File: src/rtl/subpel_pkg.sv
// Shared pixel/row definitions for the row assembler and the interpolator.
package subpel_pkg;
  localparam int PIX_W      = 8;
  localparam int ROW_PIX    = 15;
  localparam int ROW_W      = PIX_W * ROW_PIX;
  localparam int FIFO_DEPTH = 4;

  typedef logic [ROW_W-1:0] row_t;
endpackage

File: src/rtl/row_fifo.sv
// DEPTH x W register FIFO with combinational head read; head reads 0 when empty.
module row_fifo #(
  parameter  int DEPTH = 4,
  parameter  int W     = 120,
  localparam int AW    = $clog2(DEPTH)
) (
  input  logic          clk,
  input  logic          rst,
  input  logic          push_i,
  input  logic          pop_i,
  input  logic [W-1:0]  data_i,
  output logic [W-1:0]  data_o,
  output logic          full_o,
  output logic          empty_o,
  output logic [AW:0]   fill_o
);

  logic [W-1:0]  mem_q [DEPTH];
  logic [AW-1:0] wr_ptr_q, wr_ptr_d;
  logic [AW-1:0] rd_ptr_q, rd_ptr_d;
  logic [AW:0]   fill_q, fill_d;
  logic          do_push, do_pop;

  assign full_o  = (fill_q == (AW+1)'(DEPTH));
  assign empty_o = (fill_q == '0);
  assign fill_o  = fill_q;
  assign do_push = push_i && !full_o;
  assign do_pop  = pop_i && !empty_o;
  assign data_o  = empty_o ? '0 : mem_q[rd_ptr_q];

  // Pointer and occupancy next-state; power-of-two depth lets pointers wrap naturally.
  always_comb begin
    // NOTE: every output of a combinational block gets a default first, so no path leaves it unassigned and no latch is inferred.
    wr_ptr_d = wr_ptr_q;
    rd_ptr_d = rd_ptr_q;
    fill_d   = fill_q;
    if (do_push) wr_ptr_d = wr_ptr_q + AW'(1);
    if (do_pop)  rd_ptr_d = rd_ptr_q + AW'(1);
    case ({do_push, do_pop})
      2'b10:   fill_d = fill_q + (AW+1)'(1);
      2'b01:   fill_d = fill_q - (AW+1)'(1);
      default: fill_d = fill_q;
    endcase
  end

  // Control state register.
  always_ff @(posedge clk or posedge rst) begin
    if (rst) begin
      // NOTE: sequential state uses non-blocking assignments so all flops update together at the edge.
      wr_ptr_q <= '0;
      rd_ptr_q <= '0;
      fill_q   <= '0;
    end else begin
      wr_ptr_q <= wr_ptr_d;
      rd_ptr_q <= rd_ptr_d;
      fill_q   <= fill_d;
    end
  end

  // Row storage write.
  always_ff @(posedge clk) begin
    // NOTE: storage is deliberately not reset; fill gating on data_o hides stale contents.
    if (do_push) mem_q[wr_ptr_q] <= data_i;
  end

endmodule

File: src/rtl/pixel_row_assembler.sv
// Packs a serial pixel stream into ROW_PIX-pixel row words and queues them for the interpolator.
module pixel_row_assembler
  import subpel_pkg::*;
#(
  parameter  int PIX_W   = subpel_pkg::PIX_W,
  parameter  int ROW_PIX = subpel_pkg::ROW_PIX,
  parameter  int DEPTH   = subpel_pkg::FIFO_DEPTH,
  localparam int ROW_W   = PIX_W * ROW_PIX,
  localparam int AW      = $clog2(DEPTH),
  localparam int CNT_W   = $clog2(ROW_PIX)
) (
  input  logic             clk,
  input  logic             rst,
  input  logic [PIX_W-1:0] pix_in,
  input  logic             pix_valid,
  output logic             pix_ready,
  input  logic             sof,
  output logic [ROW_W-1:0] in_row,
  output logic             row_valid,
  input  logic             row_pop,
  output logic [15:0]      row_idx,
  output logic [AW:0]      fill,
  output logic             drop_err
);

  localparam logic [CNT_W-1:0] LAST = CNT_W'(ROW_PIX - 1);

  logic [ROW_W-1:0] shift_q, shift_d;
  logic [CNT_W-1:0] byte_cnt_q, byte_cnt_d;
  logic             drop_err_q, drop_err_d;
  logic [15:0]      row_idx_q;
  logic             accept, push, full, empty, do_pop;

  // Only the final byte of a row waits on a full FIFO; no path from row_pop.
  assign pix_ready = !((byte_cnt_q == LAST) && full);
  assign accept    = pix_valid && pix_ready;
  assign row_valid = !empty;
  assign do_pop    = row_pop && row_valid;
  assign row_idx   = row_idx_q;
  assign drop_err  = drop_err_q;

  // Shift register, byte counter and start-of-frame handling.
  always_comb begin
    shift_d    = shift_q;
    byte_cnt_d = byte_cnt_q;
    drop_err_d = drop_err_q;
    push       = 1'b0;
    if (accept) begin
      shift_d = {shift_q[ROW_W-PIX_W-1:0], pix_in};
      if (sof && (byte_cnt_q != '0)) begin
        // Older bytes age out of the shift register before the next push.
        drop_err_d = 1'b1;
        byte_cnt_d = CNT_W'(1);
      end else if (byte_cnt_q == LAST) begin
        push       = 1'b1;
        byte_cnt_d = '0;
      end else begin
        byte_cnt_d = byte_cnt_q + CNT_W'(1);
      end
    end
  end

  // Assembly state and head-row index registers.
  always_ff @(posedge clk or posedge rst) begin
    if (rst) begin
      shift_q    <= '0;
      byte_cnt_q <= '0;
      drop_err_q <= 1'b0;
      row_idx_q  <= '0;
    end else begin
      shift_q    <= shift_d;
      byte_cnt_q <= byte_cnt_d;
      drop_err_q <= drop_err_d;
      if (do_pop) row_idx_q <= row_idx_q + 16'd1;
    end
  end

  row_fifo #(
    .DEPTH (DEPTH),
    .W     (ROW_W)
  ) u_row_fifo (
    .clk     (clk),
    .rst     (rst),
    .push_i  (push),
    .pop_i   (row_pop),
    .data_i  (shift_d),
    .data_o  (in_row),
    .full_o  (full),
    .empty_o (empty),
    .fill_o  (fill)
  );

endmodule

File: config.mk
export PLATFORM = sky130hd
export DESIGN_NAME = pixel_row_assembler
export DESIGN_NICKNAME = d
export VERILOG_FILES = /design/src/rtl/subpel_pkg.sv /design/src/rtl/row_fifo.sv /design/src/rtl/pixel_row_assembler.sv
export SDC_FILE = /design/constraint.sdc
export NUM_CORES = 1
export LEC_CHECK = 0
export ABC_AREA = 1
export CORE_MARGIN = 1
export CORE_UTILIZATION = 50
export DETAILED_ROUTE_END_ITERATION = 7
export PLACE_DENSITY = 0.75
export SETUP_SLACK_MARGIN = 0.5
export SKIP_LAST_GASP = 1
export SYNTH_ARGS = -nofsm -noshare
export SYNTH_HDL_FRONTEND = slang
export SYNTH_HIERARCHICAL = 1
export SYNTH_SLANG_ARGS = --single-unit
File: constraint.sdc
create_clock -name clk -period 7.36 [get_ports clk]
set_input_delay 1.472 -clock clk [delete_from_list [all_inputs] [get_ports clk]]
set_output_delay 1.472 -clock clk [all_outputs]
set_load 0.005 [all_outputs]
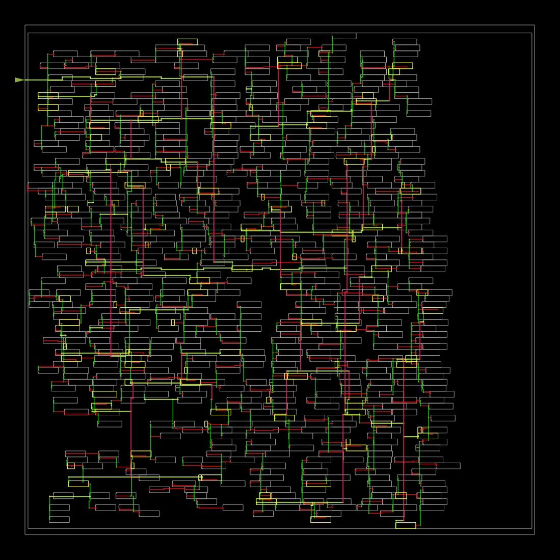
Fig. 1. Clock wiring as the flow saved it (run 1).
clock buffer count: 91
clk pwr: 2.99 mW

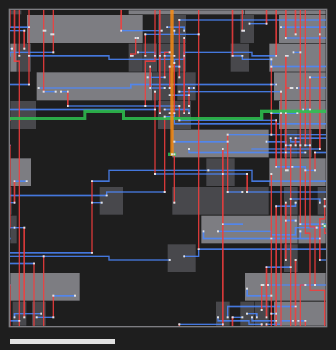
Fig. 2. Layout detail (run 1).
The bar under the picture is 10 µm long. Window x 101 to 131, y 101 to 131 µm. Cells in gray, sequential cells in the stronger gray; small squares are vias.
color	layer
orange	metal 4
blue	metal 1
green	metal 3
red	metal 2
most frequent	nand2_1 (14), inv_1 (4), edfxtp_1 (4)
sequential cells in the window	6
netlist names of flops here include	`u_row_fifo/mem_q` (4), `shift_q` (2)
cells with their middle in the window	33

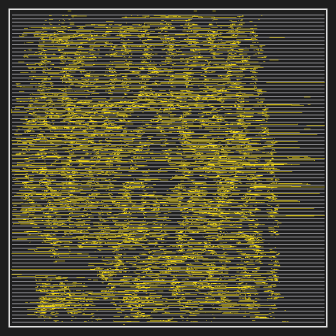
Fig. 3. Signal wires on met1 (run 1).
Supply wires on this layer in gray.
nets with wire on the layer	2,560
longest straight run	69.9 µm
wire length on this layer	24.4 mm

==> results.py, run 1 <==
# Physical implementation metrics
metrics = {
    "run_status": {
        "outcome": "finished clean",
    },
    "layout": {
        "ff_count": 628,
        "stdcell_count": 3457,
        "logic_area_um2": 5770,
        "nonClockInverterCount": 522,
        "drive_above_1_share_pct": 11.2,
        "buf_share_pct": 5.70,
        "largest_register_ffs": 480,
        "antenna_cells": 0,
        "biggestCellCategory": "flip-flops and latches",
        "sh_comb_area_pct": 19.0,
        "regMostFlops": "u_row_fifo/mem_q",
        "seq-cell-share_pct": 59.7,
        "final_cell_mix": "nand2_1, edfxtp_1, inv_1, nand3_1, inv_2",
        "area_delta_synth_final_pct": 14.8,
        "clk_share_pct": 6.35,
        "buffers": 171,
        "num-fill-cells": 4015,
        "lay_top_count": "nand2_1",
        "flop_area_um2": 18100,
        "final_nets": 2752,
        "final_area_um2": 30400,
    },
    "synth": {
        "synth_cell_type_count": 27,
        "yosys.cell_count.top_type": "nand2_1",
        "ys.flop_type": "edfxtp_1",
        "edf_count": 480,
        "synth-async-reset-ratio_pct": 23.6,
        "yosys_warnings": 6,
        "ys_cells": 2619,
        "ys_ff": 628,
        "synth.cellmix.simpleShare_pct": 18.4,
        "floorplan.nets": 2642,
        "yosysTopAreaCellShare_pct": 54.4,
        "ys_sh_adder_pct": 0.501,
        "synthAoiAreaFrac_pct": 2.49,
        "top_area_cell": "edfxtp_1",
        "area_leaders": "edfxtp_1, dfrtp_1, nand2_1",
        "ys_seq_share_pct": 68.4,
        "avgSynthCellArea_um2": 10.1,
        "yosys-top-cells-count": "nand2_1, edfxtp_1, inv_1",
        "ys_chip_area_um2": 26500,
        "synthMuxAreaShare_pct": 0,
        "ys_sh_xor_pct": 0.265,
    },
    "power": {
        "seq_cell_power_mw": 4.27,
        "power.group.top": "registers",
        "total_power_mw": 10.7,
        "swShare_pct": 32.3,
        "comb_power_share_pct": 32.4,
        "power_density_nw_per_um2": 354,
        "pwr-share-seq_pct": 39.8,
        "p_leak_nw": 13.6,
        "p_comb_mw": 3.48,
    },
    "sta": {
        "fin_crit_sh_pct": 73.0,
        "fin_crit_ns": 5.37,
        "maxSlewHeadroom_pct": 22.8,
        "fin_hold_ws_ns": 0.485,
        "setup_viol": 0,
        "worst_clock_skew_ns": 0.0230,
        "fmax_mhz": 186,
        "tightest_slew_ns": 1.16,
    },
    "routing": {
        "ant_nets": 0,
        "maxUsedRoutingLayer": "met4",
        "num_vias": 17800,
        "viasPerCell": 5.13,
        "wl_met1_um": 24400,
        "drt_wl_total_um": 59600,
        "first_pass_iters": 5,
        "wl_met2_um": 30000,
        "wl_met3_um": 3520,
        "drt-initial-drc-count": 1352,
        "routedWlPerCell_um": 17.2,
        "drc_errors": 0,
    },
    "hold_path": {
        "hold_path.startpoint": "drop_err",
        "hold_path.class": "reg -> reg",
        "hold_end": "drop_err",
    },
    "worst_setup_path": {
        "cpMaxStageDelayCell": "inv_4",
        "worstPathRequired_ns": 5.89,
        "r2r-start": "byte_cnt_q[0]",
        "crit_fanout": 71,
        "crit_path_start_kind": "flop",
        "rrSetupSlack_ns": 3.67,
        "cp_top_family": "buffers and inverters",
        "startpoint": "u_row_fifo/rd_ptr_q[1]",
        "cp-end-kind": "output port",
        "worstRegToRegCells": 8,
        "timing_worst_setup_path_type": "reg -> out",
        "crit_chain": "inv_4, buf_4, nand3_1, a21oi_1, clkdlybuf4s50_1",
        "slowest_delay_ns": 0.85,
        "crit_arrival_ns": 3.90,
        "reg2reg_to": "u_row_fifo/mem_q[1][15]",
        "endpoint": "in_row[87]",
    },
    "cts": {
        "cts_setup_buffers": 0,
        "htree_levels": 2,
        "clock_sinks": 628,
        "cts.path.max_buffers": 3,
        "worstSkewPairLatency_ns": 0.62,
        "cts_tree": "built",
        "ctsHoldBuffers": 0,
        "tritoncts.num_buffers": 58,
        "cts_root_buf": "clkbuf_16",
    },
    "global_route": {
        "grt.busiest_layer": "met2",
        "grt-ovfl-total": 0,
        "grt_use_met1_pct": 28.6,
        "grt_pass1_wl_um": 93700,
        "met3_usage_pct": 2.97,
        "grt_use_met2_pct": 38.9,
        "grt_pass1_vias": 17800,
        "grt_max_degree": 161,
    },
    "floorplanning": {
        "num_io_pins": 155,
        "die_height_um": 232,
        "core_um2": 51800,
        "rows": 83,
        "dieArea_um2": 53900,
        "die_w_um": 232,
        "tap_cells": 680,
    },
    "placement": {
        "dp_cells": 3349,
        "place.gp.congestion": 0.773,
        "portBuffers": 154,
        "pre_cts_slack_ns": 2.57,
        "place_area_um2": 28500,
        "hpwl_um": 33000,
    },
    "run": {
        "tool_warnings": 36,
        "cap_violations": 0,
    },
}
Fig. 4: run 1, metal 4
Supply wires on this layer in gray.
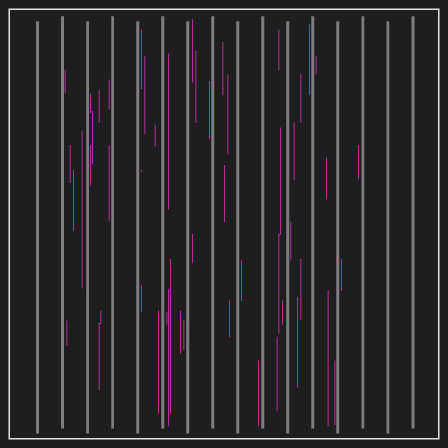

## Run 2: what changed since run 1
==> constraint.sdc (replaced) <==
create_clock -name clk -period 4.9 [get_ports clk]
set_input_delay 0.98 -clock clk [delete_from_list [all_inputs] [get_ports clk]]
set_output_delay 0.98 -clock clk [all_outputs]
set_load 0.005 [all_outputs]
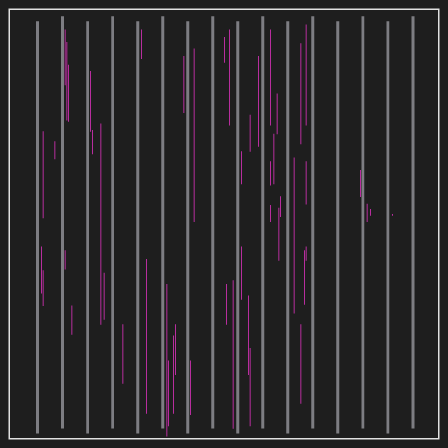
Fig. 5. Metal 4 (run 2).
Supply wires on this layer in gray.
share of all routed wire	2.9%
nets with wire on the layer	33
wire length on this layer	1,730 µm
main direction	vertical
longest straight run	109 µm
WL final: 59,500 µm
vias: 17.7k

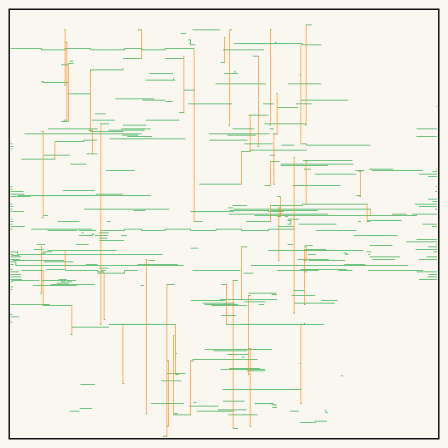
Fig. 6. Metal layers overlaid (run 2).
Only two layers are drawn.
color	layer	wire length
green	metal 3	4,030 µm
orange	metal 4	1,730 µm
Avg WL per Cell: 17.1 µm
Global Route Usage Sum: 22.2%

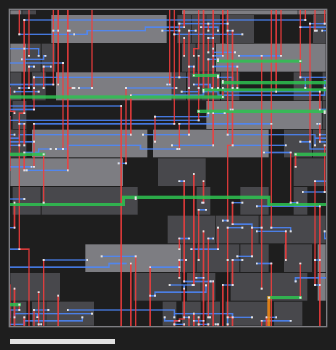
Fig. 7. Layout detail (run 2).
The bar under the picture is 10 µm long. Window x 101 to 131, y 101 to 131 µm. Cells in gray, sequential cells in the stronger gray; small squares are vias.
color	layer
green	metal 3
orange	metal 4
blue	metal 1
red	metal 2
netlist names of flops here include	`u_row_fifo/mem_q` (7), `u_row_fifo/wr_ptr_q` (1)
sequential cells in the window	8
most frequent	inv_1 (11), nand2_1 (9)
cells with their middle in the window	54

==> run 2 against run 1 <==
  * Clock-buffer cell count shrank 4
  * Synthesized cell count is the same
  * Clock skew grew 0.0031 ns
  * Non-clock buffer count grew 11
  * Critical endpoint is now in_row[27]
  * Clock power grew 51%
  * Die size is the same
  * Sequential power grew 47%
  * Largest power group unchanged
==> results.py, run 2 <==
# Physical implementation metrics
metrics = {
    "run_status": {
        "outcome": "finished clean",
    },
    "synth": {
        "ys_sh_xor_pct": 0.265,
        "yosysTopAreaCellShare_pct": 54.4,
        "ys_cells": 2619,
        "ys.flop_type": "edfxtp_1",
        "synthAoiAreaFrac_pct": 2.49,
        "area_leaders": "edfxtp_1, dfrtp_1, nand2_1",
        "yosys.cell_count.top_type": "nand2_1",
        "avgSynthCellArea_um2": 10.1,
        "topCombFamilyByArea": "simple AND/OR/NAND/NOR gates",
        "synthMuxAreaShare_pct": 0,
        "yosys_warnings": 6,
        "ys_chip_area_um2": 26500,
        "syn_area_um2": 26500,
        "ys_sh_adder_pct": 0.501,
        "synth-async-reset-ratio_pct": 23.6,
        "ys_seq_share_pct": 68.4,
        "syn-instance-count": 2619,
        "ys_ff": 628,
        "edf_count": 480,
        "synth_cell_type_count": 27,
        "synth.cellmix.simpleShare_pct": 18.4,
        "yosys-top-cells-count": "nand2_1, edfxtp_1, inv_1",
        "top_area_cell": "edfxtp_1",
        "floorplan.nets": 2642,
    },
    "global_route": {
        "grt.busiest_layer": "met2",
        "grt_use_met2_pct": 37.5,
        "grt_pass1_vias": 17500,
        "grt-ovfl-total": 0,
        "met3_usage_pct": 4.04,
        "grt_max_degree": 163,
        "grt_pass1_wl_um": 92200,
        "grt_use_met1_pct": 28.6,
    },
    "sta": {
        "fmax_mhz": 237,
        "fin_hold_ws_ns": 0.528,
        "slew_violations": 0,
        "tns_ns": 0,
        "fin_crit_sh_pct": 86.0,
        "rsz0062_at_grt": "false",
        "maxSlewHeadroom_pct": 33.2,
        "tightest_slew_ns": 1.00,
        "worst_clock_skew_ns": 0.0261,
        "fin_crit_ns": 4.21,
        "setup_viol": 0,
    },
    "layout": {
        "final_nets": 2764,
        "final_cell_mix": "nand2_1, edfxtp_1, inv_1, nand3_1, inv_2",
        "sh_comb_area_pct": 18.9,
        "buf_share_pct": 6.03,
        "fin_util_pct": 58.9,
        "area_delta_synth_final_pct": 15.2,
        "regMostFlops": "u_row_fifo/mem_q",
        "largest_register_ffs": 480,
        "biggestCellCategory": "flip-flops and latches",
        "clock_buffers": 87,
        "num-fill-cells": 3984,
        "logic_area_um2": 5770,
        "stdcell_count": 3471,
        "buffers": 182,
        "flop_area_um2": 18100,
        "lay_top_count": "nand2_1",
        "drive_above_1_share_pct": 11.6,
        "ff_count": 628,
        "clk_share_pct": 6.40,
        "nonClockInverterCount": 522,
        "antenna_cells": 0,
        "final_area_um2": 30500,
        "seq-cell-share_pct": 59.4,
    },
    "power": {
        "total_power_mw": 16.2,
        "p_switching_mw": 5.22,
        "seq_cell_power_mw": 6.27,
        "powerClk_mw": 4.52,
        "p_comb_mw": 5.39,
        "p_leak_nw": 13.6,
        "power_density_nw_per_um2": 530,
        "pwr-share-seq_pct": 38.7,
        "comb_power_share_pct": 33.3,
        "ir_drop_mv": 0.425,
        "p_int_mw": 11.0,
        "clockPowerShare_pct": 27.9,
        "power.group.top": "registers",
        "swShare_pct": 32.2,
    },
    "worst_setup_path": {
        "cp_top_family": "buffers and inverters",
        "crit_path_start_kind": "flop",
        "reg2reg_to": "u_row_fifo/mem_q[0][111]",
        "crit_chain": "inv_6, buf_4, nand2_1, nand3_1, a21oi_1, clkdlybuf4s50_1",
        "cpMaxStageDelayCell": "dfrtp_4",
        "crit_fanout": 100,
        "endpoint": "in_row[27]",
        "worstPathRequired_ns": 3.92,
        "timing_worst_setup_path_type": "reg -> out",
        "worstRegToRegCells": 9,
        "cp_num_buf_inv": 3,
        "crit_arrival_ns": 3.23,
        "r2r-start": "u_row_fifo/fill_o[0]",
        "startpoint": "u_row_fifo/rd_ptr_q[0]",
        "rrSetupSlack_ns": 1.68,
        "cp-end-kind": "output port",
        "path_depth": 6,
        "slowest_delay_ns": 0.61,
    },
    "placement": {
        "dp_cells": 3360,
        "hpwl_um": 33700,
        "portBuffers": 154,
        "pre_cts_slack_ns": 1.27,
        "place.gp.congestion": 0.800,
        "place_area_um2": 28600,
    },
    "routing": {
        "wl_met2_um": 29300,
        "drc_errors": 0,
        "wl_met1_um": 24400,
        "first_pass_iters": 5,
        "drt-initial-drc-count": 1600,
        "viasPerCell": 5.11,
        "ant_nets": 0,
        "wl_met3_um": 4030,
        "maxUsedRoutingLayer": "met5",
    },
    "floorplanning": {
        "dieArea_um2": 53900,
        "die_height_um": 232,
        "core_um2": 51800,
        "rows": 83,
        "tap_cells": 680,
        "num_io_pins": 155,
        "die_w_um": 232,
    },
    "cts": {
        "cts_setup_buffers": 0,
        "clk_pin_slew_ns": 0.06,
        "ctsResizeCount": 0,
        "ctsHoldBuffers": 0,
        "cts_tree": "built",
        "cts_root_buf": "clkbuf_16",
        "worstSkewPairLatency_ns": 0.62,
        "htree_levels": 2,
        "tritoncts.num_buffers": 59,
        "cts.path.max_buffers": 3,
        "clock_sinks": 628,
    },
    "hold_path": {
        "hold_path.startpoint": "u_row_fifo/fill_o[0]",
        "hold_end": "u_row_fifo/fill_o[0]",
        "hold_depth": 1,
        "hold_path.class": "reg -> reg",
    },
    "run": {
        "cap_violations": 0,
        "tool_warnings": 38,
    },
}
Power is estimated from default activity; no workload was simulated.
